`src/rtl/uart_pkg.sv`:
```
// Shared definitions for the UART transmit path: sequencer states and
// frame/byte sizing defaults.
package uart_pkg;

  localparam int BYTE_W             = 8;
  localparam int FRAME_CYCLES_DEF   = 10;

  typedef enum logic [1:0] {
    IDLE = 2'd0,
    SEND = 2'd1,
    BUSY = 2'd2
  } state_t;

endpackage

```
`src/rtl/uart_tx_arbiter_if.sv`:
```
// Requester-side and transmitter-side signals of the shared UART TX arbiter.
// The arbiter uses the slave modport; the requesters/transmitter model use master.
interface uart_tx_arbiter_if
  import uart_pkg::*;
#(
  parameter int N_REQ = 4,
  parameter int ID_W  = $clog2(N_REQ)
);

  logic                      arb_en;
  logic [N_REQ-1:0]          req_valid;
  logic [BYTE_W*N_REQ-1:0]   req_data;
  logic [N_REQ-1:0]          req_ack;
  logic [BYTE_W-1:0]         data_tx;
  logic                      ready_tx;
  logic                      write_tx;
  logic                      busy;
  logic [ID_W-1:0]           grant_id;

  modport master (
    output arb_en, req_valid, req_data,
    input  req_ack, data_tx, ready_tx, write_tx, busy, grant_id
  );

  modport slave (
    input  arb_en, req_valid, req_data,
    output req_ack, data_tx, ready_tx, write_tx, busy, grant_id
  );

endinterface

```
`src/rtl/uart_tx_arbiter_rr_pick.sv`:
```
// Combinational round-robin selector: first set request strictly after the
// last grant, wrapping modulo N.
module rr_pick #(
  parameter int N     = 4,
  parameter int IDX_W = $clog2(N)
) (
  input  logic [N-1:0]     req,
  input  logic [IDX_W-1:0] last,
  output logic [IDX_W-1:0] winner,
  output logic             any
);

  // NOTE: every output gets a default before the loop so no latch is inferred.
  always_comb begin
    winner = last;
    any    = |req;
    // Walk from the farthest candidate back to the nearest so the nearest wins.
    for (int i = N; i >= 1; i--) begin
      if (req[(int'(last) + i) % N]) begin
        winner = IDX_W'((int'(last) + i) % N);
      end
    end
  end

endmodule

```
`src/rtl/uart_tx_arbiter.sv`:
```
// Round-robin arbiter/sequencer sharing one UART transmitter between N_REQ
// byte requesters; paces frames with its own counter since the TX has no busy.
module uart_tx_arbiter
  import uart_pkg::*;
#(
  parameter int N_REQ        = 4,
  parameter int FRAME_CYCLES = FRAME_CYCLES_DEF,
  parameter int CNT_W        = $clog2(FRAME_CYCLES),
  parameter int ID_W         = $clog2(N_REQ)
) (
  input  logic             clk_tx,
  input  logic             rst_tx,
  uart_tx_arbiter_if.slave bus
);

  state_t              state_q, state_d;
  logic [CNT_W-1:0]    cnt_q, cnt_d;
  logic [ID_W-1:0]     grant_q, grant_d;
  logic [BYTE_W-1:0]   data_q, data_d;
  logic [N_REQ-1:0]    ack_q, ack_d;
  logic                write_q, busy_q;

  logic [ID_W-1:0]     winner;
  logic                any_req;

  rr_pick #(.N(N_REQ), .IDX_W(ID_W)) u_rr_pick (
    .req    (bus.req_valid),
    .last   (grant_q),
    .winner (winner),
    .any    (any_req)
  );

  always_comb begin
    state_d = state_q;
    cnt_d   = cnt_q;
    grant_d = grant_q;
    data_d  = data_q;
    unique case (state_q)
      IDLE: begin
        if (bus.arb_en && any_req) begin
          state_d = SEND;
          grant_d = winner;
          data_d  = bus.req_data[int'(winner)*BYTE_W +: BYTE_W];
        end
      end
      SEND: begin
        state_d = BUSY;
        cnt_d   = CNT_W'(FRAME_CYCLES - 2);
      end
      BUSY: begin
        if (cnt_q == '0) state_d = IDLE;
        else             cnt_d   = cnt_q - CNT_W'(1);
      end
      default: state_d = IDLE;
    endcase
    // Outputs are decoded from the next state so they register alongside it.
    ack_d = (state_d == SEND) ? (N_REQ'(1) << grant_d) : '0;
  end

  // NOTE: sequential state uses non-blocking assignments so every register
  // samples pre-edge values regardless of statement order.
  always_ff @(posedge clk_tx) begin
    if (rst_tx) begin
      state_q <= IDLE;
      cnt_q   <= '0;
      grant_q <= ID_W'(N_REQ - 1);
      data_q  <= '0;
      ack_q   <= '0;
      write_q <= 1'b0;
      busy_q  <= 1'b0;
    end else begin
      state_q <= state_d;
      cnt_q   <= cnt_d;
      grant_q <= grant_d;
      data_q  <= data_d;
      ack_q   <= ack_d;
      write_q <= (state_d == SEND);
      busy_q  <= (state_d != IDLE);
    end
  end

  assign bus.req_ack  = ack_q;
  assign bus.data_tx  = data_q;
  assign bus.write_tx = write_q;
  assign bus.ready_tx = busy_q;
  assign bus.busy     = busy_q;
  assign bus.grant_id = grant_q;

endmodule
```
`src/flat_wrapper.sv`:
```
// flat-port wrapper written by rule: the top's interface ports become plain ports
module uart_tx_arbiter_flat import uart_pkg::*;
#(
  parameter int N_REQ        = 4,
  parameter int FRAME_CYCLES = FRAME_CYCLES_DEF,
  parameter int CNT_W        = $clog2(FRAME_CYCLES),
  parameter int ID_W         = $clog2(N_REQ)
)
  (clk_tx, rst_tx, bus_arb_en, bus_req_valid, bus_req_data, bus_req_ack, bus_data_tx, bus_ready_tx, bus_write_tx, bus_busy, bus_grant_id);
  uart_tx_arbiter_if #(.N_REQ(N_REQ), .ID_W(ID_W)) bus_i ();
  input  logic clk_tx;
  input  logic rst_tx;
  input wire logic [$bits(bus_i.arb_en)-1:0] bus_arb_en;
  input wire logic [$bits(bus_i.req_valid)-1:0] bus_req_valid;
  input wire logic [$bits(bus_i.req_data)-1:0] bus_req_data;
  output wire logic [$bits(bus_i.req_ack)-1:0] bus_req_ack;
  output wire logic [$bits(bus_i.data_tx)-1:0] bus_data_tx;
  output wire logic [$bits(bus_i.ready_tx)-1:0] bus_ready_tx;
  output wire logic [$bits(bus_i.write_tx)-1:0] bus_write_tx;
  output wire logic [$bits(bus_i.busy)-1:0] bus_busy;
  output wire logic [$bits(bus_i.grant_id)-1:0] bus_grant_id;
  assign bus_i.arb_en = bus_arb_en;
  assign bus_i.req_valid = bus_req_valid;
  assign bus_i.req_data = bus_req_data;
  assign bus_req_ack = bus_i.req_ack;
  assign bus_data_tx = bus_i.data_tx;
  assign bus_ready_tx = bus_i.ready_tx;
  assign bus_write_tx = bus_i.write_tx;
  assign bus_busy = bus_i.busy;
  assign bus_grant_id = bus_i.grant_id;
  uart_tx_arbiter #(.N_REQ(N_REQ), .FRAME_CYCLES(FRAME_CYCLES), .CNT_W(CNT_W), .ID_W(ID_W)) u_core (.clk_tx(clk_tx), .rst_tx(rst_tx), .bus(bus_i));
endmodule
```
`config.mk`:
```
export PLATFORM = sky130hd
export DESIGN_NAME = uart_tx_arbiter_flat
export DESIGN_NICKNAME = d
export VERILOG_FILES = /design/src/rtl/uart_pkg.sv /design/src/rtl/uart_tx_arbiter_if.sv /design/src/rtl/uart_tx_arbiter_rr_pick.sv /design/src/rtl/uart_tx_arbiter.sv /design/src/flat_wrapper.sv
export SDC_FILE = /design/constraint.sdc
export NUM_CORES = 1
export LEC_CHECK = 0
export CORE_MARGIN = 5
export CORE_UTILIZATION = 39
export DETAILED_ROUTE_END_ITERATION = 10
export GPL_TIMING_DRIVEN = 1
export HOLD_SLACK_MARGIN = 0.03
export PLACE_DENSITY_LB_ADDON = 0.05
export REMOVE_ABC_BUFFERS = 1
export SKIP_CTS_REPAIR_TIMING = 1
export SYNTH_ARGS = -nofsm -noshare
export SYNTH_HDL_FRONTEND = slang
export SYNTH_HIERARCHICAL = 1
export SYNTH_SLANG_ARGS = --single-unit
```
`constraint.sdc`:
```
create_clock -name clk_tx -period 2 [get_ports clk_tx]
set_input_delay 0.4 -clock clk_tx [delete_from_list [all_inputs] [get_ports clk_tx]]
set_output_delay 0.4 -clock clk_tx [all_outputs]
set_load 0.03 [all_outputs]
```
==> run_1/placed.png <==
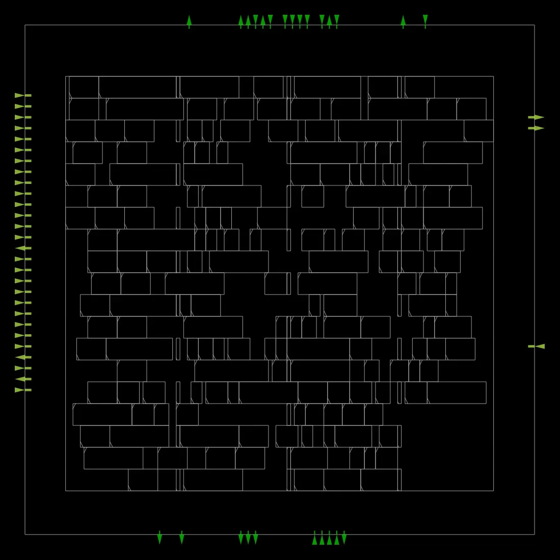
fin cells: 210
fin util: 0.659
Fillers: 230
row cnt: 19

==> run_1/ff_map.png <==
Scale bar: 20 um. Other sequential cells in the stronger gray, the rest of the logic in the fainter gray.
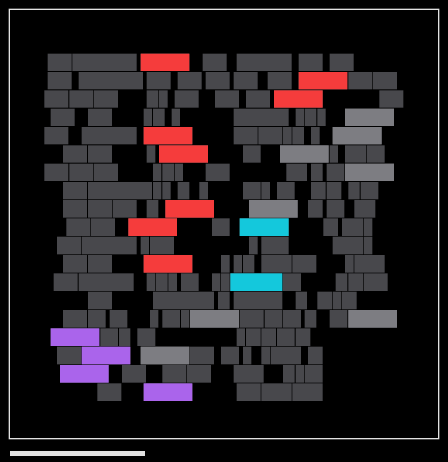
u_core/bus.grant_id -> cyan  # placed flops 2
u_core/bus.req_ack -> purple  # placed flops 4, where lower left
u_core/bus.data_tx -> red  # placed flops 8

==> flow_summary.toml, run 1 <==
# synthesis and place-and-route metrics
[status]
status = "finished, final reports clean"

[worst_setup_path]
critPathRequiredTime_ns = 2.20
crit_fanout = 6
rrSetupSlack_ns = 0.06
worstPathArrival_ns = 2.14
critPathCaptureType = "register"
reg2reg_depth = 8
crit_chain = "clkdlybuf4s50_1 > inv_1 > a221o_1 > buf_4 > clkbuf_16 > mux4_2 > nand2_1 > a21oi_1"
cpMaxStageDelayCell = "clkdlybuf4s50_1"
startpoint_type = "input pin"
critPathMaxStageDelay_ns = 0.51
critPathKind = "input pin to register"

[clock_network]
cts_made_buffers = 3
cts_tree = "done"
clock_sinks = 22
clock_path_buffers = 2
clkTransAtPathRegs_ns = 0.11
clockRootBuffer = "clkbuf_4"
cts.htree.levels = 1
clk_latency_ns = 0.29

[placement]
gp_congestion = 0.754
dpl.hpwl_mm = 2.27
portBuffers = 55
post-place-cells = 205

[cells_and_area]
final_cell_mix = "clkdlybuf4s50_1 (51), nand2_1 (21), dfxtp_1 (21), a21oi_1 (12), buf_4 (10)"
diodes = 0
area_delta_synth_final_pct = 62.6
fin_nets = 222
lay_top_count = "clkdlybuf4s50_1"
drive_above_1_share = 0.140

[sta]
min_period_ns = 1.94
period_used_share = 0.969
finalHoldViolations = 0
tns_ns = 0
worst_pin_slew_ns = 0.561
setup_viol = 0
drv_slew = 0
whs_ns = 0.461
slew_headroom = 0.625
fmax_ghz = 0.516
skew_ns = 0.00521

[routing]
firstDrtPassIters = 4
drtAntennaViolNets = 0
remaining_drc_errors = 0
wire_per_inst_um = 13.5
drtIter0Drc = 41
num_vias = 1103
wirelength_mm = 2.84
viasPerCell = 5.25

[floorplanning]
initial_utilization = 0.405
core_area_um2 = 2760
dieArea_um2 = 4040
die_w_um = 63.5
die_h_um = 63.5
io_pins = 56

[global_routing]
grt_start_max_net_pins = 14
track_usage = 0.148
grt_antenna_before_repair = 0
grt_pass1_vias = 1151
grt_overflow = 0
grt_pass1_wl_mm = 4.91

[run]
drv_cap = 0
warnings = 26

[power_and_ir_drop]
ir_drop_v = 0.000413
power_density_nw_per_um2 = 622
switchingPower_w = 0.000334
pwr-share-clk = 0.169
leakagePower_nw = 0.747
p_int_w = 0.000796
pwr-share-seq = 0.439
pwr-share-comb = 0.392
total_power_w = 0.00113
netSwitchingFraction = 0.296

[yosys]
syn_area_per_cell_um2 = 9.72
synthArstFlopShare = 0
synth_warnings = 6
synth_cells = 115
ys_cells = 115
ys_area_um2 = 1120
synthFlopType = "dfxtp_1"
netlist_area_um2 = 1120
synth-edff-count = 0
synth_cell_types = 34
yosys.stat.seqShare = 0.394
numSynthFlops = 22

[worst_hold_path]
hold_path.class = "register to register"
holdPathStages = 2
==> run_1/layers.png <==
Scale bar: 20 um.
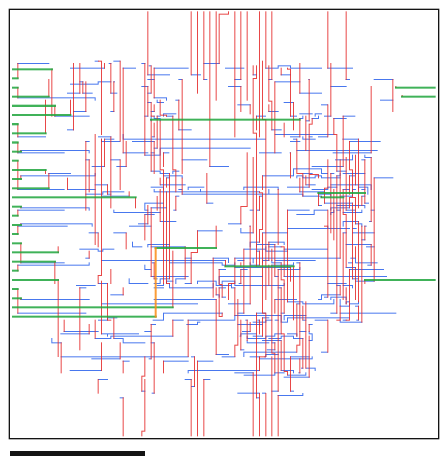
M3 -> green  # wire length 209 um
M4 -> orange  # wire length 10.2 um
M1 -> blue  # wire length 1110 um
M2 -> red  # wire length 1520 um

==> run 1: cell usage after synthesis (all sizes together), types with 2 or more instances <==
cell type	number	area, um2
a21oi	12	60.1
ha	2	25.0
nor4	2	12.5
nor2	3	11.3
dfxtp	22	440
nor3b	3	22.5
nor3	2	10.0
nand2b	3	18.8
mux4	8	191
inv	9	33.8
buf	5	40.0
o41ai	2	17.5
nand2	21	78.8
nand3	3	15.0
a31oi	2	12.5
==> run 1: path summary, 6_finish.rpt <==
| path | endpoint | from |
|---|---|---|
| max | u_core/bus.data_tx[3]$_SDFFE_PP0P_ | bus_req_valid[2] |
| min | u_core/bus.data_tx[6]$_SDFFE_PP0P_ | u_core/bus.data_tx[6]$_SDFFE_PP0P_ |
| max reg2reg | u_core/bus.data_tx[3]$_SDFFE_PP0P_ | u_core/bus.grant_id[1]$_SDFF_PP1_ |
| min reg2reg | u_core/bus.data_tx[6]$_SDFFE_PP0P_ | u_core/bus.data_tx[6]$_SDFFE_PP0P_ |
==> run 1: registers in the layout, summed over array words and instances (netlist names) <==
signal	cells
u_core/bus.data_tx	8
u_core/bus.req_ack	4
u_core/cnt_q	4
u_core/bus.grant_id	2
u_core/state_q	2
u_core/bus.busy	1
u_core/bus.write_tx	1
==> run 1: stage by stage <==
step | area, um2 | util | setup slack [ns]
2_1_floorplan | 1070 | - | -0.0867
3_3_place_gp | 1750 | 0.635 | -0.241
3_5_place_dp | 1750 | 0.635 | -0.311
4_1_cts | 1770 | 0.643 | 0.0144
5_1_grt | 1820 | 0.659 | -0.0299
6_report | 1820 | 0.659 | 0.0617
==> run 1: worst max-delay path: cells and delay by family <==
| kind | cells | cell delay [ns] |
|---|---|---|
| buffers and inverters | 4 | 0.86 |
| and+or+nand+nor | 1 | 0.08 |
| muxes | 1 | 0.40 |
| AOI/OAI and AO/OA | 2 | 0.40 |
==> run 1: layer usage <==
layer  part of all wire  GRT usage
met5                  0          0
met4             0.0035     0.0390
met3              0.073     0.0480
met2               0.53      0.277
met1               0.39      0.157
==> run 1: area by class of cell <==
cell class / instances / area [um2] / share of cell area
clock buffer: 3 / 22.5 / 0.0124
inverter: 9 / 33.8 / 0.0186
multi-input combinational: 78 / 599 / 0.330
sequential: 22 / 442 / 0.243
tap: 31 / 38.8 / 0.0213
timing repair buffer: 67 / 681 / 0.375
==> run 1: logic make-up (layout without fill, tap and decap cells) <==
family          Yosys count  in the layout  share of synthesized area
flops                    22             22                      0.394
simple gates             45             45                      0.209
buf+inv                  15             79                     0.0694
compound gates           22             22                      0.124
mux                       9              9                      0.180
fa+ha+maj                 2              2                     0.0224
==> run 1: power groups by stage <==
stage               combinational, W  clock (W)  sequential (W)
global placement            0.000420          0        0.000504
global route                0.000482   0.000232        0.000501
CTS                         0.000428   0.000204        0.000496
detailed placement          0.000427          0        0.000505
floorplan                   0.000158          0        0.000563
finish                      0.000443   0.000191        0.000496
==> run 2: changes to the inputs <==
Settings changed: CORE_UTILIZATION 39 to 35.
Clock period 2 ns to 1.65 ns, I/O delays scaled along.
==> run_2/class_map.png <==
Scale bar: 20 um. Fill, decap, tap and diode cells in gray.
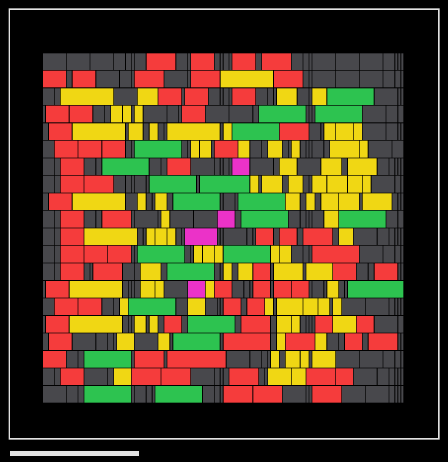
remaining logic cells -> yellow  # cells 87
clock drivers and dummy loads -> magenta  # cells 4
registers -> green  # cells 22
remaining buffers and delay cells -> red  # cells 72

==> flow_summary.toml, run 2 <==
# synthesis and place-and-route metrics
[status]
status = "finished, violations left"
violations = "negative setup slack"

[clock_network]
clkTransAtPathRegs_ns = 0.13
clock_path_buffers = 2
clockRootBuffer = "clkbuf_4"
cts_tree = "done"
cts_made_buffers = 3
cts.htree.levels = 1
clk_latency_ns = 0.31
clock_sinks = 22

[cells_and_area]
fin_nets = 227
ff_latch_area_um2 = 445
comb_area_um2 = 623
largest_reg_flops = 8
diodes = 0
drive_above_1_share = 0.243
final_cell_mix = "clkdlybuf4s50_1 (34), dlymetal6s2s_1 (21), dfxtp_1 (20), nand2_1 (17), buf_4 (14)"
lay_top_count = "clkdlybuf4s50_1"
fin_util = 0.644
area_delta_synth_final_pct = 76.0
n_fill_cell = 280

[worst_hold_path]
whs_endpoint = "u_core/bus.data_tx[1]$_SDFFE_PP0P_"
holdCritStartpoint = "u_core/bus.data_tx[1]$_SDFFE_PP0P_"
hold_path.class = "register to register"
holdPathStages = 2

[sta]
slew_headroom = 0.778
whs_ns = 0.468
skew_ns = 0.00773
min_period_ns = 1.83
finalHoldViolations = 0
fmax_ghz = 0.546
rsz0062_at_grt = "true"
setup_viol = 8
drv_slew = 0
worst_pin_slew_ns = 0.331
worst_slack_ns = -0.183
period_used_share = 1.11
tns_ns = -1.33

[global_routing]
track_usage = 0.148
grt_overflow = 0
grt_pass1_vias = 1113
grt_start_max_net_pins = 14
grt_pass1_wl_mm = 5.06
grt_antenna_before_repair = 0

[routing]
num_vias = 1123
drtIter0Drc = 85
viasPerCell = 4.90
wirelength_mm = 3.18
remaining_drc_errors = 0
firstDrtPassIters = 4
wire_per_inst_um = 13.9
drtAntennaViolNets = 0

[yosys]
top_area_cell = "dfxtp_1"
numSynthFlops = 22
synth-edff-count = 0
yosys.area.top_type_share = 0.394
ys_cells = 115
synthFlopType = "dfxtp_1"
yosysMostFrequentCell = "dfxtp_1"
ys_area_um2 = 1120
netlist_area_um2 = 1120
syn_area_per_cell_um2 = 9.72
synth_cell_types = 34
synth_warnings = 6
top_cells_by_area = "dfxtp_1 (39%), mux4_2 (10%), mux4_1 (7.1%), nand2_1 (7.1%), a21oi_1 (5.4%)"
synth_cells = 115
synthArstFlopShare = 0
common_cells = "dfxtp_1 (22), nand2_1 (21), a21oi_1 (12)"
yosys.stat.seqShare = 0.394

[worst_setup_path]
critPathMaxStageDelay_ns = 0.43
crit_fanout = 7
worstPathArrival_ns = 2.04
reg2reg_depth = 7
startpoint_type = "register"
cpMaxStageDelayCell = "mux4_2"
critPathKind = "register to register"
reg2reg_from = "u_core/bus.grant_id[1]$_SDFF_PP1_"
rrSetupSlack_ns = -0.18
crit_buf_inv = 1
crit_family = "multiplexers"
critPathRequiredTime_ns = 1.85
crit_chain = "mux2i_1 > nor2_1 > a221o_1 > buf_12 > mux4_2 > nand2_2 > a21oi_2"
r2r-end = "u_core/bus.data_tx[3]$_SDFFE_PP0P_"
critPathCaptureType = "register"

[floorplanning]
dieArea_um2 = 4420
io_pins = 56
die_h_um = 66.5
core_area_um2 = 3050
die_w_um = 66.5
rows = 20
initial_utilization = 0.366

[power_and_ir_drop]
ir_drop_v = 0.000345
power_density_nw_per_um2 = 751
leakagePower_nw = 1.04

[run]
warnings = 27
drv_cap = 0

[placement]
dpl.hpwl_mm = 2.41
gp_congestion = 0.796
portBuffers = 55
==> run 2: final cells by class <==
| cell class | count | share of cell area |
|---|---|---|
| Sequential cell | 22 | 0.226 |
| Multi-Input combinational cell | 78 | 0.317 |
| Tap cell | 44 | 0.0280 |
| Inverter | 9 | 0.0172 |
| Clock buffer | 4 | 0.0184 |
| Timing Repair Buffer | 72 | 0.393 |
==> run 2: how the worst max path moves through the flow <==
stage,startpoint,endpoint,slack (ns),depth (start not counted)
2_1_floorplan,u_core/bus.grant_id[1]$_SDFF_PP1_,u_core/bus.data_tx[0]$_SDFFE_PP0P_,-0.44,6
3_3_place_gp,bus_req_valid[3],u_core/bus.data_tx[1]$_SDFFE_PP0P_,-0.52,8
3_5_place_dp,bus_req_valid[3],u_core/bus.data_tx[1]$_SDFFE_PP0P_,-0.55,8
4_1_cts,u_core/bus.grant_id[1]$_SDFF_PP1_,bus_grant_id[1],-0.29,2
5_1_grt,u_core/bus.grant_id[1]$_SDFF_PP1_,u_core/bus.data_tx[3]$_SDFFE_PP0P_,-0.24,7
6_report,u_core/bus.grant_id[1]$_SDFF_PP1_,u_core/bus.data_tx[3]$_SDFFE_PP0P_,-0.18,7
==> run 2: tightest hold or removal path: cells and delay by family, from the launching register on <==
kind            cells  cell delay, ns
flops               1            0.33
compound gates      1            0.05
simple gates        1            0.05
==> run 2: cells by family (layout without fill, tap and decap cells) <==
group / count (synthesis) / in the layout / share of synthesized area
compound gates: 22 / 22 / 0.124
fa+ha+maj: 2 / 2 / 0.0224
simple gates: 45 / 45 / 0.209
mux: 9 / 9 / 0.180
flops: 22 / 22 / 0.394
buf+inv: 15 / 85 / 0.0694
==> run 2: layer usage <==
layer | part of all wire | vias up | GRT usage
li1 | - | 556 | -
met1 | 0.41 | 522 | 0.177
met2 | 0.50 | 43 | 0.252
met3 | 0.077 | 2 | 0.0388
met4 | 0.0085 | 0 | 0.0533
met5 | 0 | - | 0
==> run 2: per-stage QoR <==
stage	instances	power, W	worst slack, ns	instance area (um2)
after detailed placement	222	0.00115	-0.547	1810
after global routing	229	0.00157	-0.238	1970
after floorplan	109	0.000873	-0.437	1070
final	229	0.00148	-0.183	1970
after CTS	226	0.00145	-0.293	1850
after global placement	222	0.00114	-0.525	1810
==> run 2: where the power goes <==
group          leakage, nW  switching [W]  internal, W
Sequential           0.180      0.0000286     0.000573
Combinational        0.837       0.000251     0.000328
Clock               0.0210       0.000163     0.000135
Total                 1.04       0.000442      0.00104
==> run 3: changes to the inputs <==
Settings changed: CAP_MARGIN set to 10, PLACE_DENSITY set to 0.74, PLACE_DENSITY_LB_ADDON 0.05 to unset.
==> run_3/layers.png <==
Scale bar: 20 um.
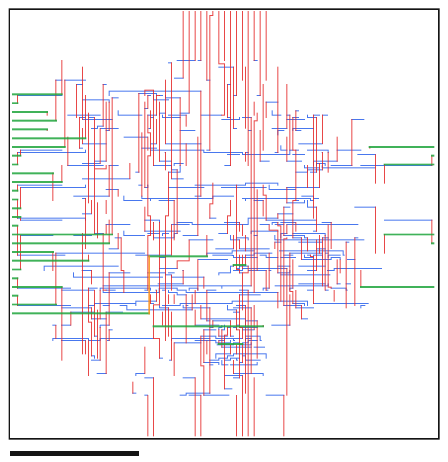
M2 -> red  # wire length 1530 um
M3 -> green  # wire length 219 um
M1 -> blue  # wire length 1110 um
M4 -> orange  # wire length 8.80 um

==> flow_summary.toml, run 3 <==
# synthesis and place-and-route metrics
[worst_hold_path]
holdPathStages = 2
hold_path.class = "register to register"
whs_endpoint = "u_core/bus.data_tx[1]$_SDFFE_PP0P_"

[yosys]
synth_warnings = 6
synthFlopType = "dfxtp_1"
top_cells_by_area = "dfxtp_1 (39%), mux4_2 (10%), mux4_1 (7.1%), nand2_1 (7.1%), a21oi_1 (5.4%)"
common_cells = "dfxtp_1 (22), nand2_1 (21), a21oi_1 (12)"
syn_area_per_cell_um2 = 9.72
ys_area_um2 = 1120
synth-edff-count = 0
yosys.stat.seqShare = 0.394
numSynthFlops = 22
synthArstFlopShare = 0

[global_routing]
grt_pass1_vias = 1117
grt_overflow = 0
grt_pass1_wl_mm = 4.67

[sta]
worst_pin_slew_ns = 0.353
worst_slack_ns = -0.133
setup_viol = 11
drv_slew = 0
slew_headroom = 0.765
finalHoldViolations = 0
fmax_ghz = 0.561

[status]
violations = "negative setup slack"
status = "finished, violations left"

[worst_setup_path]
reg2reg_depth = 7
startpoint_type = "input pin"
rrSetupSlack_ns = -0.13
worstPathArrival_ns = 1.97
critPathCaptureType = "register"
critPathKind = "input pin to register"
r2r-end = "u_core/bus.data_tx[2]$_SDFFE_PP0P_"

[floorplanning]
rows = 20
core_area_um2 = 3050
die_w_um = 66.5
die_h_um = 66.5
initial_utilization = 0.366

[routing]
wire_per_inst_um = 12.8
viasPerCell = 4.81
drtIter0Drc = 34
firstDrtPassIters = 4
remaining_drc_errors = 0
drtAntennaViolNets = 0

[cells_and_area]
diodes = 0
drive_above_1_share = 0.167
n_fill_cell = 274
fin_nets = 222
final_cell_mix = "clkdlybuf4s50_1 (35), nand2_1 (21), dfxtp_1 (21), dlymetal6s2s_1 (20), a21oi_1 (12)"
ff_latch_area_um2 = 444
area_delta_synth_final_pct = 67.0
fin_util = 0.611
fin_cells = 224
comb_area_um2 = 593

[clock_network]
clkTransAtPathRegs_ns = 0.11
cts_tree = "done"
clockRootBuffer = "clkbuf_4"
clk_latency_ns = 0.29
clock_sinks = 22

[placement]
gp_congestion = 0.768
portBuffers = 55

[power_and_ir_drop]
power_density_nw_per_um2 = 752
leakagePower_nw = 0.988

[run]
drv_cap = 0
## run 3: cell count changes in the layout (fill, tap and decap cells not counted), sizes merged
cell           delta
buf               -4
clkbuf            -1
clkdlybuf4s50     +1
dlymetal6s2s      -1
## run 3: routing by layer
metal,wire (um),global-route usage,vias up
met1,1110,0.140,491
met3,219,0.0506,2
met2,1530,0.252,38
met5,0,0,-
met4,8,0.0330,0
li1,-,-,546
## run 3: worst max-delay path by stage
stage	slack, ns	depth (start not counted)	to	startpoint
6_report	-0.13	7	u_core/bus.data_tx[2]$_SDFFE_PP0P_	bus_req_valid[2]
5_1_grt	-0.21	7	u_core/bus.data_tx[2]$_SDFFE_PP0P_	u_core/bus.grant_id[1]$_SDFF_PP1_
4_1_cts	-0.28	8	u_core/bus.data_tx[2]$_SDFFE_PP0P_	bus_req_valid[3]
3_5_place_dp	-0.60	8	u_core/bus.data_tx[2]$_SDFFE_PP0P_	bus_req_valid[3]
3_3_place_gp	-0.51	8	u_core/bus.data_tx[2]$_SDFFE_PP0P_	bus_req_valid[3]
2_1_floorplan	-0.44	6	u_core/bus.data_tx[0]$_SDFFE_PP0P_	u_core/bus.grant_id[1]$_SDFF_PP1_
## run 3: worst max-delay path, stage by stage
cell	delay, ns
clkdlybuf4s50_1	0.52
inv_1	0.06
a221o_1	0.33
buf_12	0.16
mux4_2	0.42
nand2_1	0.09
a21oi_1	0.05
## run 3: final cells by class
cell class	instances	share of cell area
Clock buffer	4	0.0195
Inverter	9	0.0181
Multi-Input combinational cell	78	0.318
Sequential cell	22	0.238
Tap cell	44	0.0295
Timing Repair Buffer	67	0.377
## run 3: cell families (layout without fill, tap and decap cells)
group | after synthesis | after routing | share of synthesized area
flip-flops | 22 | 22 | 0.394
AND-OR/OR-AND | 22 | 22 | 0.124
adder cells (fa/ha/maj) | 2 | 2 | 0.0224
AND/OR/NAND/NOR | 45 | 45 | 0.209
multiplexers | 9 | 9 | 0.180
buffers and inverters | 15 | 80 | 0.0694
## run 3: per-stage QoR
step / cell area (um2) / hold WS (ns) / TNS [ns]
after CTS: 1810 / 0.461 / -2.42
after global routing: 1870 / 0.487 / -2.09
final: 1870 / 0.457 / -1.05
after floorplan: 1070 / 0.399 / -3.38
after global placement: 1770 / 0.444 / -6.59
after detailed placement: 1770 / 0.445 / -7.14
## run 3: power breakdown
| group | leakage (nW) | internal, W | switching [W] |
|---|---|---|---|
| Combinational | 0.787 | 0.000293 | 0.000231 |
| Clock | 0.0210 | 0.000134 | 0.000147 |
| Sequential | 0.180 | 0.000572 | 0.0000254 |
Power and IR drop assume default switching activity.
